===== src/rtl/uart_frame_core.sv =====
// uart_frame_core: full-duplex UART that packs NUM_WORDS serial frames into each W_OUT stream word
// Ports: clk, rstn (async active-low); rx/tx serial pins (tx idles high);
//   s_valid/s_ready/s_data: TX word stream, lowest frame sent first;
//   m_valid/m_ready/m_data: RX word stream, first frame lands in the lowest bits;
//   frame_err/parity_err/overrun: sticky error flags, cleared by err_clr.
// Optional: define UART_LOOPBACK_EN to add the loopback input (RX fed from TX, tx pin held high).
module uart_frame_core #(
  parameter int CLOCKS_PER_PULSE = 5208,
  parameter int BITS_PER_WORD = 8,
  parameter int W_OUT = 16,
  parameter int PARITY = 0,
  parameter int STOP_BITS = 1
) (
  input  logic             clk,
  input  logic             rstn,
  input  logic             rx,
  output logic             tx,
  input  logic             s_valid,
  output logic             s_ready,
  input  logic [W_OUT-1:0] s_data,
  output logic             m_valid,
  input  logic             m_ready,
  output logic [W_OUT-1:0] m_data,
  output logic             frame_err,
  output logic             parity_err,
  output logic             overrun,
`ifdef UART_LOOPBACK_EN
  input  logic             loopback,
`endif
  input  logic             err_clr
);
  localparam int NUM_WORDS = W_OUT / BITS_PER_WORD;
  localparam int CW = $clog2(CLOCKS_PER_PULSE);
  localparam int PW = NUM_WORDS > 1 ? $clog2(NUM_WORDS) : 1;
  localparam logic [CW-1:0] FULL = CW'(CLOCKS_PER_PULSE - 1);
  localparam logic [CW-1:0] HALF = CW'(CLOCKS_PER_PULSE / 2 - 1);
  localparam logic [3:0] LAST_BIT = 4'(BITS_PER_WORD - 1);
  localparam logic [PW-1:0] LAST_WORD = PW'(NUM_WORDS - 1);
  localparam logic LAST_STOP = 1'(STOP_BITS - 1);
  localparam logic ODD = PARITY == 2;

  typedef enum logic [2:0] {IDLE, START, DATA, PAR, STOP} state_t;

  logic lb;
`ifdef UART_LOOPBACK_EN
  assign lb = loopback;
`else
  assign lb = 1'b0;
`endif

  // ---------------- RX ----------------
  state_t rx_state_q, rx_state_d;
  logic [CW-1:0] rx_cnt_q, rx_cnt_d;
  logic [3:0] rx_bit_q, rx_bit_d;
  logic [BITS_PER_WORD-1:0] rx_shift_q, rx_shift_d;
  logic rx_par_bad_q, rx_par_bad_d;
  logic rx_s1_q, rx_s2_q, rx_prev_q, rx_in, rx_tick;
  logic [PW-1:0] pack_q, pack_d;
  logic [W_OUT-1:0] buf_q, buf_d, buf_next;
  logic m_valid_q, m_valid_d;
  logic [W_OUT-1:0] m_data_q, m_data_d;
  logic frame_err_q, frame_err_d, parity_err_q, parity_err_d, overrun_q, overrun_d;
  logic new_frame_err, new_par_err, good, word_done, load;
  logic tx_int;

  // Loopback takes the internal tx directly; it is already synchronous to clk.
  assign rx_in = lb ? tx_int : rx_s2_q;
  // START waits half a bit to land mid-bit; every later sample is a full bit apart.
  assign rx_tick = rx_cnt_q == (rx_state_q == START ? HALF : FULL);

  always_comb begin
    rx_state_d = rx_state_q;
    rx_cnt_d = rx_tick ? '0 : rx_cnt_q + 1'b1;
    rx_bit_d = rx_bit_q;
    rx_shift_d = rx_shift_q;
    rx_par_bad_d = rx_par_bad_q;
    new_frame_err = 1'b0;
    new_par_err = 1'b0;
    good = 1'b0;
    case (rx_state_q)
      IDLE: begin
        rx_cnt_d = '0;
        if (rx_prev_q && !rx_in) rx_state_d = START;
      end
      START: if (rx_tick) begin
        rx_state_d = rx_in ? IDLE : DATA;
        rx_bit_d = '0;
        rx_par_bad_d = 1'b0;
      end
      DATA: if (rx_tick) begin
        rx_shift_d = {rx_in, rx_shift_q[BITS_PER_WORD-1:1]};
        rx_bit_d = rx_bit_q + 1'b1;
        if (rx_bit_q == LAST_BIT) rx_state_d = PARITY != 0 ? PAR : STOP;
      end
      PAR: if (rx_tick) begin
        rx_par_bad_d = (^rx_shift_q) ^ rx_in ^ ODD;
        rx_state_d = STOP;
      end
      STOP: if (rx_tick) begin
        rx_state_d = IDLE;
        new_frame_err = !rx_in;
        new_par_err = rx_par_bad_q;
        good = rx_in && !rx_par_bad_q;
      end
      default: rx_state_d = IDLE;
    endcase
  end

  always_comb begin
    buf_next = buf_q;
    for (int i = 0; i < NUM_WORDS; i++)
      if (pack_q == PW'(i)) buf_next[i*BITS_PER_WORD +: BITS_PER_WORD] = rx_shift_q;
  end

  assign word_done = good && pack_q == LAST_WORD;
  // A completed word loads only if the output slot is empty or being drained this cycle.
  assign load = word_done && (!m_valid_q || m_ready);
  assign buf_d = good ? buf_next : buf_q;
  assign pack_d = good ? (pack_q == LAST_WORD ? '0 : pack_q + 1'b1)
                : (new_frame_err || new_par_err) ? '0 : pack_q;
  assign m_valid_d = load || (m_valid_q && !m_ready);
  assign m_data_d = load ? buf_next : m_data_q;
  // New errors override a simultaneous clear.
  assign frame_err_d = (frame_err_q && !err_clr) || new_frame_err;
  assign parity_err_d = (parity_err_q && !err_clr) || new_par_err;
  assign overrun_d = (overrun_q && !err_clr) || (word_done && m_valid_q && !m_ready);

  always_ff @(posedge clk or negedge rstn)
    if (!rstn) begin
      rx_s1_q <= 1'b1;
      rx_s2_q <= 1'b1;
      rx_prev_q <= 1'b1;
      rx_state_q <= IDLE;
      rx_cnt_q <= '0;
      rx_bit_q <= '0;
      rx_shift_q <= '0;
      rx_par_bad_q <= 1'b0;
      pack_q <= '0;
      buf_q <= '0;
      m_valid_q <= 1'b0;
      m_data_q <= '0;
      frame_err_q <= 1'b0;
      parity_err_q <= 1'b0;
      overrun_q <= 1'b0;
    end else begin
      rx_s1_q <= rx;
      rx_s2_q <= rx_s1_q;
      rx_prev_q <= rx_in;
      rx_state_q <= rx_state_d;
      rx_cnt_q <= rx_cnt_d;
      rx_bit_q <= rx_bit_d;
      rx_shift_q <= rx_shift_d;
      rx_par_bad_q <= rx_par_bad_d;
      pack_q <= pack_d;
      buf_q <= buf_d;
      m_valid_q <= m_valid_d;
      m_data_q <= m_data_d;
      frame_err_q <= frame_err_d;
      parity_err_q <= parity_err_d;
      overrun_q <= overrun_d;
    end

  assign m_valid = m_valid_q;
  assign m_data = m_data_q;
  assign frame_err = frame_err_q;
  assign parity_err = parity_err_q;
  assign overrun = overrun_q;

  // ---------------- TX ----------------
  state_t tx_state_q, tx_state_d;
  logic [CW-1:0] tx_cnt_q, tx_cnt_d;
  logic [3:0] tx_bit_q, tx_bit_d;
  logic tx_stop_q, tx_stop_d;
  logic [PW-1:0] tx_frame_q, tx_frame_d;
  logic [W_OUT-1:0] tx_word_q, tx_word_d;
  logic tx_par_q, tx_par_d, tx_tick;

  assign tx_tick = tx_cnt_q == FULL;

  always_comb begin
    tx_state_d = tx_state_q;
    tx_cnt_d = (tx_tick || tx_state_q == IDLE) ? '0 : tx_cnt_q + 1'b1;
    tx_bit_d = tx_bit_q;
    tx_stop_d = tx_stop_q;
    tx_frame_d = tx_frame_q;
    tx_word_d = tx_word_q;
    tx_par_d = tx_par_q;
    case (tx_state_q)
      IDLE: if (s_valid) begin
        tx_word_d = s_data;
        tx_frame_d = '0;
        tx_state_d = START;
      end
      START: if (tx_tick) begin
        tx_state_d = DATA;
        tx_bit_d = '0;
        tx_stop_d = 1'b0;
        tx_par_d = 1'b0;
      end
      // The word shifts right one bit per data bit, so the next frame's bits arrive at the bottom.
      DATA: if (tx_tick) begin
        tx_word_d = tx_word_q >> 1;
        tx_par_d = tx_par_q ^ tx_word_q[0];
        tx_bit_d = tx_bit_q + 1'b1;
        if (tx_bit_q == LAST_BIT) tx_state_d = PARITY != 0 ? PAR : STOP;
      end
      PAR: if (tx_tick) tx_state_d = STOP;
      STOP: if (tx_tick) begin
        tx_stop_d = tx_stop_q + 1'b1;
        if (tx_stop_q == LAST_STOP) begin
          tx_state_d = tx_frame_q == LAST_WORD ? IDLE : START;
          tx_frame_d = tx_frame_q + 1'b1;
        end
      end
      default: tx_state_d = IDLE;
    endcase
  end

  always_ff @(posedge clk or negedge rstn)
    if (!rstn) begin
      tx_state_q <= IDLE;
      tx_cnt_q <= '0;
      tx_bit_q <= '0;
      tx_stop_q <= 1'b0;
      tx_frame_q <= '0;
      tx_word_q <= '0;
      tx_par_q <= 1'b0;
    end else begin
      tx_state_q <= tx_state_d;
      tx_cnt_q <= tx_cnt_d;
      tx_bit_q <= tx_bit_d;
      tx_stop_q <= tx_stop_d;
      tx_frame_q <= tx_frame_d;
      tx_word_q <= tx_word_d;
      tx_par_q <= tx_par_d;
    end

  // Decoded from registered state only, so reset forces the line high without a clock edge.
  assign tx_int = tx_state_q == START ? 1'b0
                : tx_state_q == DATA ? tx_word_q[0]
                : tx_state_q == PAR ? tx_par_q ^ ODD : 1'b1;
  assign tx = lb | tx_int;
  assign s_ready = tx_state_q == IDLE;
endmodule


===== config.mk =====
export PLATFORM = sky130hd
export DESIGN_NAME = uart_frame_core
export DESIGN_NICKNAME = d
export VERILOG_FILES = /design/src/rtl/uart_frame_core.sv
export SDC_FILE = /design/constraint.sdc
export NUM_CORES = 1
export LEC_CHECK = 0
export ABC_AREA = 1
export CORE_MARGIN = 4
export CORE_UTILIZATION = 52
export DETAILED_ROUTE_END_ITERATION = 7
export PLACE_DENSITY = 0.76
export SYNTH_ARGS = -nofsm -noshare
export SYNTH_HDL_FRONTEND = slang
export SYNTH_SLANG_ARGS = --single-unit

===== constraint.sdc =====
create_clock -name clk -period 1.47 [get_ports clk]
set_input_delay 0.147 -clock clk [delete_from_list [all_inputs] [get_ports clk]]
set_output_delay 0.147 -clock clk [all_outputs]
set_load 0.01 [all_outputs]

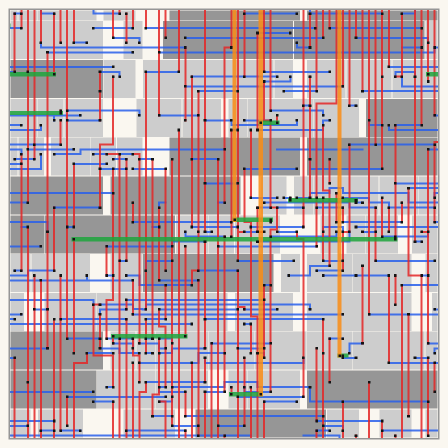
**Above:** zoomed window.
Window x 39 to 69, y 17 to 47 µm. Cells in gray, sequential cells in the stronger gray; small squares are vias.
layer	color
M3	green
M4	orange
M2	red
M1	blue
sequential cells in the window	14
cells with their middle in the window	75
most frequent	dfrtp_1 (14), nand2_1 (8), buf_4 (8)
netlist names of flops here include	`tx_word_q` (6), `rx_cnt_q` (2), `tx_bit_q` (2)

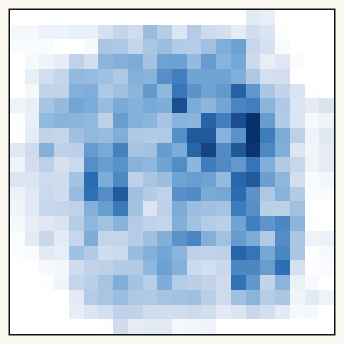
**Above:** wire density map.
(3 px per µm) The die is cut into 22 by 22 equal tiles; white is low, dark blue is high, scaled to the fullest tile. Values are wire area over tile area, all layers added.
mean over tiles	0.24
nearly empty tiles	16%
emptiest ninth of the die	lower left
densest ninth of the die	center

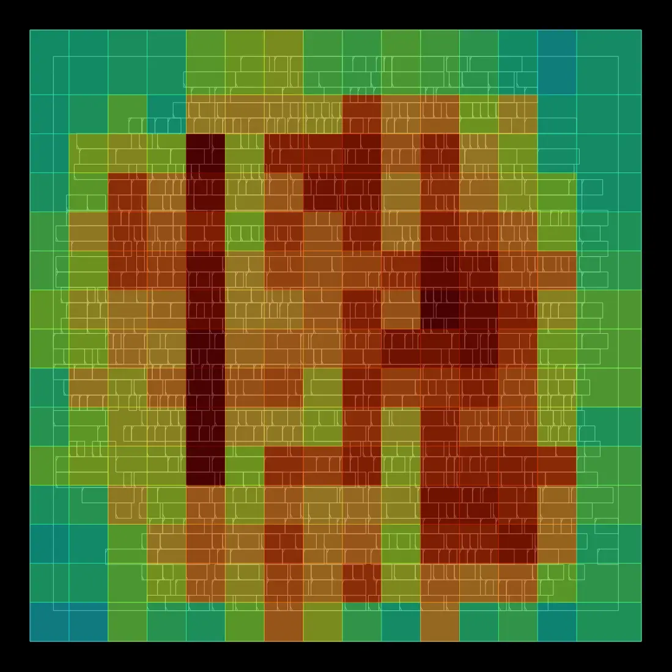
**Above:** routing congestion map.
grt met1 use: 29.1%
all-layer global routing usage: 23.1%

==> notes.org <==
#+TITLE: Implementation results

** Status
- The flow ran to the end, but the final reports show violations.
- Failing checks :: setup timing

** Final timing
- Worst setup slack after layout :: -0.398 ns
- Final setup fails :: 105
- Final Hold Fails :: 0
- Between clock sinks in the finished design, the worst skew comes to 0.00853 ns.

** Synth
- Post-synth cell types :: 37
- Mean instance size in the synthesized netlist :: 8.50 µm²
- The commonest cells after synthesis are 194 x nand2_1, 105 x dfrtp_1, 48 x inv_1.
- Of all flip-flops after synthesis, the portion carrying an async set or reset was 100%.
- Number of cell instances after yosys synthesis :: 612
- XOR/XNOR Area Share :: 3.70%
- Synthesized cell area :: 5200 µm²
- Floorplan net count :: 638
- The most common cell in the synthesized netlist is nand2_1.
- Biggest area contributors in the synthesized netlist :: dfrtp_1 50%, nand2_1 14%, inv_1 3.5%
- Number of synthesized flops with an enable pin :: 0
- Area share, top type :: 50.5%

** Critical path
- Data arrives at the worst endpoint at 2.14 ns.
- In this run the worst setup path begins at tx_cnt_q[1]$_DFF_PN0_.
- For the worst setup path, the data required time is 1.74 ns.
- CP endpoint kind :: flop
- The critical path crosses 13 cells after its start point.
- STA reports a reg2reg setup slack of -0.40 ns.
- In this run the critical register-to-register path is captured at tx_word_q[8]$_DFFE_PN0P_.
- By startpoint and endpoint, the worst setup path is classified as reg2reg.
- For the worst reg-to-reg path, the startpoint reported by OpenROAD is tx_cnt_q[1]$_DFF_PN0_.
- The timing report attributes the biggest portion of critical-path delay to simple AND/OR/NAND/NOR gates.
- Buf+Inv Stages, Crit Path :: 3
- Per STA, the highest per-stage delay on the worst path measures 0.40 ns.

** Layout
- Filler cells :: 565
- In the layout the commonest cells are 117 x nand2_1, 104 x dfrtp_1, 70 x buf_4.
- The layout has 13 clock buffers.
- Across the whole layout, multi-input logic makes up 38.0% of the cell area.
- Seq area share :: 35.1%
- Leaving out buffers and inverters, the combinational logic in the layout accounts for 2930 µm².
- Final-stage net count :: 782
- Layout multi-input combinational cell count :: 434
- In this run the layout overhead on the synthesized area is reported as 48.1%.
- Register Area :: 2710 µm²
- Area of all placed cells without fillers :: 7710 µm²
- Per the cell usage report, the commonest logic cell in the layout is nand2_1.
- Ranked by total area, the top cell class in this layout is logic gates.

** Clocking
- H-Tree Depth :: 3
- Buffers added to address setup during post-CTS repair amount to 17.
- The clock tree has to reach 108 sinks.
- Cell chosen for the clock root :: clkbuf_8
- Maximum root-to-sink buffer count :: 2
- On the worst setup and hold paths after CTS, the clock-pin slew comes to 0.10 ns.

** Run
- The stage logs contain a warning count of 29.

** Route
- Via density per instance :: 5.76
- The routed wirelength on the met1 layer is recorded as 6.54 mm.
- Detailed routing placed a total of 8.79 mm of wire on met2.
- Via count :: 5150
- # DRC :: 0
- For this block, the routed nets add up to 17.2 mm of wire.
- Per the detail_route log, the uppermost layer with routed signals is met4.

** Place
- Number of input and output port buffers inserted :: 43
- In this run the cell area measured after placement is 6290 µm².
- The number of placed instances, taps included, is 837.

** Global routing
- Entering global routing, the biggest net connects 36 pins.
- Global routing used 39.3% of the available met2 tracks.
- Layer with the highest usage after global routing :: met2

** Pwr
- Net switching component of the power :: 0.00387 W
- Power Clock :: 0.00176 W
- The power report lists the combinational group at 0.00451 W.
- In this run switching power makes up 38.7% of total power.
- Combinational logic burns 45.1% of the power.

** Floorplanning
- Number of ports placed on the die boundary :: 44
- In this run the standard cell core region covers 9770 µm².
- After floorplanning, the die was sized to cover 11700 µm².
- Tap insertion was completed with 133 tapcells.
- For reference, the placement row count at floorplan is 36.
- Width of the die :: 108 µm

** Worst hold path
- In this run the most critical hold path is launched from rx.
- Hold analysis shows the worst path with a depth of 1.
Power is estimated from default activity; no workload was simulated.
